==> images/layer_met3.png <==
The bar under the picture is 20 microns long.
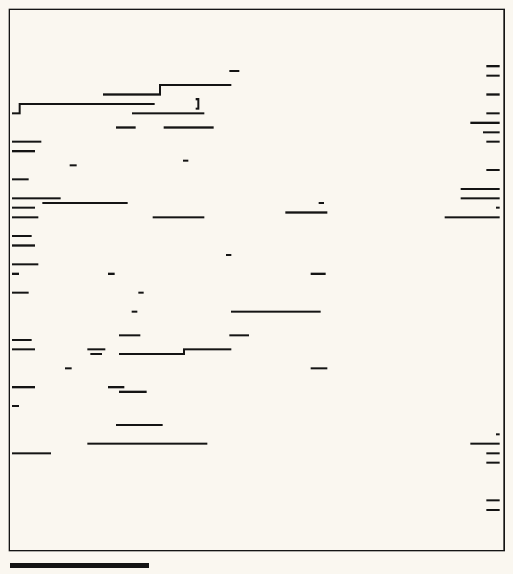
==> images/placement.png <==
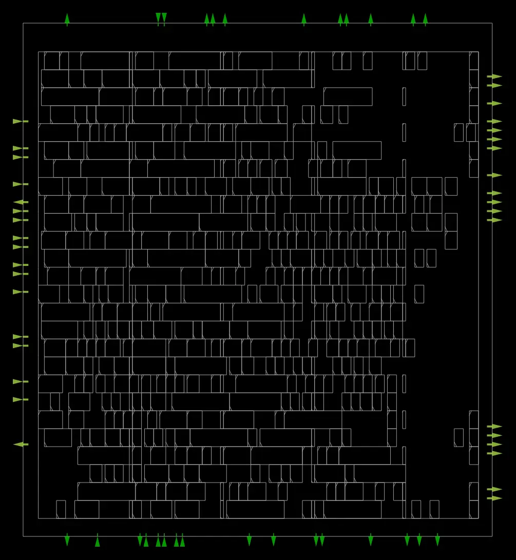
File: src/rtl/hazard_fwd_ctrl_pkg.sv
// Shared types for the OTTER hazard/forwarding control block: ALU mux select codes,
// pipeline slot tags and the memory-wait FSM states.
package otter_hazard_pkg;

    localparam int TAG_AW = 5;

    typedef enum logic [1:0] {
        FWD_RF  = 2'b00,
        FWD_MEM = 2'b01,
        FWD_WB  = 2'b10
    } fwd_sel_e;

    typedef enum logic {
        RUN      = 1'b0,
        MEM_WAIT = 1'b1
    } hz_state_e;

    typedef struct packed {
        logic              valid;
        logic [TAG_AW-1:0] rs1;
        logic [TAG_AW-1:0] rs2;
        logic              use1;
        logic              use2;
        logic [TAG_AW-1:0] rd;
        logic              reg_write;
        logic              mem_read;
    } stage_tag_t;

    // True when the slot will deliver a value for register src (x0 never counts).
    function automatic logic tag_writes(input stage_tag_t t, input logic [TAG_AW-1:0] src);
        return t.valid && t.reg_write && (t.rd != '0) && (t.rd == src);
    endfunction

endpackage

File: src/rtl/hazard_fwd_ctrl_fwd_sel.sv
// One ALU operand forwarding select, derived purely from the MEM and WB slot tags.
module fwd_sel_logic
    import otter_hazard_pkg::*;
(
    input  logic [TAG_AW-1:0] src,
    input  logic              use_src,
    input  stage_tag_t        mem_tag,
    input  stage_tag_t        wb_tag,
    output fwd_sel_e          sel
);

    // The younger producer (MEM) holds the newer value, so it wins over WB.
    always_comb begin
        sel = FWD_RF;
        if (use_src && tag_writes(mem_tag, src)) begin
            sel = FWD_MEM;
        end else if (use_src && tag_writes(wb_tag, src)) begin
            sel = FWD_WB;
        end
    end

endmodule

File: src/rtl/hazard_fwd_ctrl.sv
// Hazard detection and forwarding control for the 5-stage OTTER pipeline.
// Define HAZ_STALL_CNT_EN to build the saturating stall-cycle counter; otherwise STALL_CNT reads 0.
module hazard_fwd_ctrl
    import otter_hazard_pkg::*;
#(
    parameter int STALL_CNT_W = 32,
    parameter int REG_AW      = 5
) (
    input  logic                   CLK,
    input  logic                   RST,
    input  logic [REG_AW-1:0]      ID_RS1,
    input  logic [REG_AW-1:0]      ID_RS2,
    input  logic                   ID_USE_RS1,
    input  logic                   ID_USE_RS2,
    input  logic [REG_AW-1:0]      ID_RD,
    input  logic                   ID_REG_WRITE,
    input  logic                   ID_MEM_READ,
    input  logic                   EX_BRANCH_TAKEN,
    input  logic                   MEM_BUSY,
    output logic [1:0]             FWD_A_SEL,
    output logic [1:0]             FWD_B_SEL,
    output logic                   STALL_PC,
    output logic                   STALL_IFID,
    output logic                   FLUSH_IFID,
    output logic                   BUBBLE_EX,
    output logic [STALL_CNT_W-1:0] STALL_CNT
);

    stage_tag_t ex_q, ex_d, mem_q, mem_d, wb_q, wb_d;
    stage_tag_t id_tag;
    hz_state_e  state_q, state_d;
    fwd_sel_e   fwd_a, fwd_b;
    logic       load_use;
    logic       stall_pc, stall_ifid, flush_ifid, bubble_ex;

    fwd_sel_logic u_fwd_a (
        .src     (ex_q.rs1),
        .use_src (ex_q.use1),
        .mem_tag (mem_q),
        .wb_tag  (wb_q),
        .sel     (fwd_a)
    );

    fwd_sel_logic u_fwd_b (
        .src     (ex_q.rs2),
        .use_src (ex_q.use2),
        .mem_tag (mem_q),
        .wb_tag  (wb_q),
        .sel     (fwd_b)
    );

    always_comb begin
        id_tag.valid     = 1'b1;
        id_tag.rs1       = TAG_AW'(ID_RS1);
        id_tag.rs2       = TAG_AW'(ID_RS2);
        id_tag.use1      = ID_USE_RS1;
        id_tag.use2      = ID_USE_RS2;
        id_tag.rd        = TAG_AW'(ID_RD);
        id_tag.reg_write = ID_REG_WRITE;
        id_tag.mem_read  = ID_MEM_READ;

        load_use = ex_q.valid && ex_q.mem_read && (ex_q.rd != '0) &&
                   ((ID_USE_RS1 && (ex_q.rd == id_tag.rs1)) ||
                    (ID_USE_RS2 && (ex_q.rd == id_tag.rs2)));

        // Priority: memory wait freezes everything, then branch flush, then load-use.
        stall_pc   = 1'b0;
        stall_ifid = 1'b0;
        flush_ifid = 1'b0;
        bubble_ex  = 1'b0;
        if (!RST) begin
            if (MEM_BUSY) begin
                stall_pc   = 1'b1;
                stall_ifid = 1'b1;
            end else if (EX_BRANCH_TAKEN) begin
                flush_ifid = 1'b1;
                bubble_ex  = 1'b1;
            end else if (load_use) begin
                stall_pc   = 1'b1;
                stall_ifid = 1'b1;
                bubble_ex  = 1'b1;
            end
        end

        state_d = state_q;
        case (state_q)
            RUN:      if (MEM_BUSY)  state_d = MEM_WAIT;
            MEM_WAIT: if (!MEM_BUSY) state_d = RUN;
            default:  state_d = RUN;
        endcase

        ex_d  = ex_q;
        mem_d = mem_q;
        wb_d  = wb_q;
        if (!MEM_BUSY) begin
            wb_d  = mem_q;
            mem_d = ex_q;
            ex_d  = bubble_ex ? '0 : id_tag;
        end
    end

    always_ff @(posedge CLK) begin
        if (RST) begin
            state_q <= RUN;
            ex_q    <= '0;
            mem_q   <= '0;
            wb_q    <= '0;
        end else begin
            state_q <= state_d;
            ex_q    <= ex_d;
            mem_q   <= mem_d;
            wb_q    <= wb_d;
        end
    end

    assign FWD_A_SEL  = RST ? 2'b00 : fwd_a;
    assign FWD_B_SEL  = RST ? 2'b00 : fwd_b;
    assign STALL_PC   = stall_pc;
    assign STALL_IFID = stall_ifid;
    assign FLUSH_IFID = flush_ifid;
    assign BUBBLE_EX  = bubble_ex;

`ifdef HAZ_STALL_CNT_EN
    logic [STALL_CNT_W-1:0] stall_cnt_q, stall_cnt_d;

    always_comb begin
        stall_cnt_d = stall_cnt_q;
        if (stall_pc && (stall_cnt_q != '1)) begin
            stall_cnt_d = stall_cnt_q + STALL_CNT_W'(1);
        end
    end

    always_ff @(posedge CLK) begin
        if (RST) begin
            stall_cnt_q <= '0;
        end else begin
            stall_cnt_q <= stall_cnt_d;
        end
    end

    assign STALL_CNT = RST ? '0 : stall_cnt_q;
`else
    assign STALL_CNT = '0;
`endif

endmodule

File: config.mk
export PLATFORM = sky130hd
export DESIGN_NAME = hazard_fwd_ctrl
export DESIGN_NICKNAME = d
export VERILOG_FILES = /design/src/rtl/hazard_fwd_ctrl_pkg.sv /design/src/rtl/hazard_fwd_ctrl_fwd_sel.sv /design/src/rtl/hazard_fwd_ctrl.sv
export SDC_FILE = /design/constraint.sdc
export NUM_CORES = 1
export LEC_CHECK = 0
export ABC_AREA = 1
export CAP_MARGIN = 20
export CORE_ASPECT_RATIO = 1.1
export CORE_MARGIN = 2
export CORE_UTILIZATION = 48
export DETAILED_ROUTE_END_ITERATION = 8
export PLACE_DENSITY = 0.74
export SETUP_SLACK_MARGIN = 0.3
export SYNTH_ARGS = -nofsm -noshare
export SYNTH_HDL_FRONTEND = slang
export SYNTH_HIERARCHICAL = 1
export SYNTH_SLANG_ARGS = --single-unit
File: constraint.sdc
create_clock -name CLK -period 1.3 [get_ports CLK]
set_clock_uncertainty 0.1 [all_clocks]
set_input_delay 0.195 -clock CLK [delete_from_list [all_inputs] [get_ports CLK]]
set_output_delay 0.195 -clock CLK [all_outputs]
set_load 0.01 [all_outputs]
==> results.py <==
# Physical implementation metrics
metrics = {
    "detailed_routing": {
        "via_per_inst": 4.933,
        "drt-met1-wl_mm": 2.582,
        "top_layer": "met4",
        "drc": 0,
        "met3_length_microns": 255,
        "wl_met2_mm": 3.504,
        "drt-total-wl_mm": 6.564,
        "drt_iter0_drc": 123,
        "num_vias": 2422,
        "first_pass_iters": 4,
        "ant_nets": 0,
        "drt-wirelength-per-cell_microns": 13.37,
    },
    "cts": {
        "cts_buffers": 5,
        "cts-root-buf": "clkbuf_8",
        "max-clock-path-buffers": 2,
        "clkTransAtPathRegs_ns": 0.07,
        "cts.sinks": 34,
        "htree_levels": 2,
        "clk_latency_ns": 0.29,
        "tritoncts": "built",
    },
    "timing": {
        "period_used_share": 1.414,
        "period_minus_slack_ns": 1.838,
        "rsz0062_at_grt": "true",
        "drv_slew": 0,
        "finalHoldWorstSlack_ns": 0.1784,
        "worst_slack_ns": -0.5384,
        "hold_viol": 0,
        "tns_ns": -10.68,
        "fmax_mhz": 543.9,
        "finalSetupViolCount": 27,
    },
    "layout": {
        "regArea_sq_um": 738.2,
        "fin_nets": 457,
        "diodes": 0,
        "comb_area_sq_mm": 0.001274,
        "fillers": 426,
        "drive_above_1_share": 0.3080,
        "syn2layout_area_growth_pct": 30.38,
        "stdcell_area_sq_mm": 0.003098,
    },
    "global_routing": {
        "grtUsageMet2": 0.4000,
        "grt_max_degree": 40,
        "grt_pass1_wl_mm": 9.777,
        "antenna_found_initial": 0,
        "use_met1": 0.2654,
        "grt_pass1_vias": 2100,
        "grtUsageTotal": 0.2239,
        "grt.busiest_layer": "met2",
        "met3_usage": 0.04026,
        "grt.overflow.total": 0,
    },
    "worst_setup_path": {
        "worst-path-max-fanout": 3,
        "critical_path_buf_inv_count": 3,
        "worst-setup-path-type": "reg -> out",
        "critPathRequiredTime_ns": 1.00,
        "startpoint_type": "flop",
        "critPathCaptureType": "output port",
        "max_stage_delay_ns": 0.38,
        "cp_cell_sequence": "buf_6 -> nor2_4 -> nand4_1 -> nand3_1 -> inv_2 -> nand3b_1 -> a21oi_2 -> buf_2",
        "crit_arrival_ns": 1.54,
        "cp_top_family": "flip-flops",
    },
    "place": {
        "io_buffer_count": 30,
        "gp_congestion": 0.8876,
        "dpl-instance-area_sq_mm": 0.002680,
        "dp_hpwl_mm": 4.128,
    },
    "synth": {
        "syn_inst": 378,
        "yosysWarnings": 6,
        "syn-cell-area_sq_mm": 0.002376,
        "avgSynthCellArea_sq_um": 6.286,
    },
    "die": {
        "fp_util": 0.5037,
        "die-area_sq_mm": 0.005529,
        "io_pins": 63,
        "rows": 26,
        "die_x_microns": 71.08,
        "die_y_microns": 77.79,
    },
    "flow_run": {
        "cap_violations": 0,
        "warnings": 29,
    },
    "pwr": {
        "seq_power_share": 0.450,
        "powerDensity_mw_per_mm2": 832.4,
        "p_sw_uw": 800.6,
        "p_leak_nw": 1.441,
        "p_total_mw": 2.579,
        "pwr-share-clk": 0.325,
        "combPwrFrac": 0.226,
        "swShare": 0.3105,
        "p_int_mw": 1.778,
        "ir_drop_mv": 0.8088,
    },
    "outcome": {
        "status": "finished with violations",
        "failed_checks": "negative setup slack",
    },
    "hold_path": {
        "hold_class": "in -> reg",
    },
}
-- layer_met3.png (at the start) --
- share of all routed wire: 3.9%
- wire length on this layer: 256 microns
- nets with wire on the layer: 51
- main direction: horizontal
- longest straight run: 19.3 microns

-- placement.png (at the start) --
core area: 0.004717 sq mm
# Taps: 56
fin util: 0.6568

-- power by group through the flow --
stage	logic, mW	registers (mW)	clock network (mW)
after floorplan	0.414	1.17	0
after global placement	0.497	1.18	0
after detailed placement	0.506	1.19	0
after CTS	0.533	1.16	0.844
after global routing	0.640	1.17	0.879
final	0.582	1.16	0.837
-- repair_timing --
| item | CTS | global route |
|---|---|---|
| endpoints found under the setup margin | 42 | 36 |
| pin swaps | 24 | 27 |
| gates cloned | 2 | 1 |
| hold buffers | 0 | 0 |
| setup buffers | 9 | 2 |
| resized | 98 | 33 |
-- registers in the layout, indices dropped and copies added, names as in the netlist --
signal / count
wb_q: 7
ex_q: 20
mem_q: 7
-- metrics by stage --
step | setup slack, ns | cells
4_1_cts | -0.5100 | 488
3_3_place_gp | -0.9498 | 469
5_1_grt | -0.6217 | 491
2_1_floorplan | -0.1375 | 409
6_report | -0.5384 | 491
3_5_place_dp | -0.9801 | 469
-- worst paths after layout --
path	end	start	slack, ns	depth (start not counted)
worst max-delay path	STALL_PC	ex_q[3]	-0.54	8
worst min-delay path	ex_q[6]	MEM_BUSY	0.18	4
worst max register to register	ex_q[17]	ex_q[2]	-0.45	10
worst min register to register	mem_q[1]	ex_q[1]	0.36	2
-- cells in the final DEF (no fill, tap or decap), types with 11 or more instances in the layout --
master,n
nand2_1,107
nor2_1,33
inv_1,33
nand4_1,20
clkdlybuf4s50_1,12
dfxtp_4,11
buf_6,14
dfxtp_2,13
buf_4,29
a21oi_1,26
inv_2,13
conb_1,32
nand3_1,15
-- final cells by class --
cell class / count / share of cell area
repair buffers: 75 / 0.2347
inverters: 50 / 0.06381
multi-input cells: 268 / 0.4111
well taps: 56 / 0.02262
clock inverters: 1 / 0.001616
flip-flops and latches: 34 / 0.2383
clock buffers: 7 / 0.02787
Power figures rest on the tool's default switching activity, not on a simulated workload.
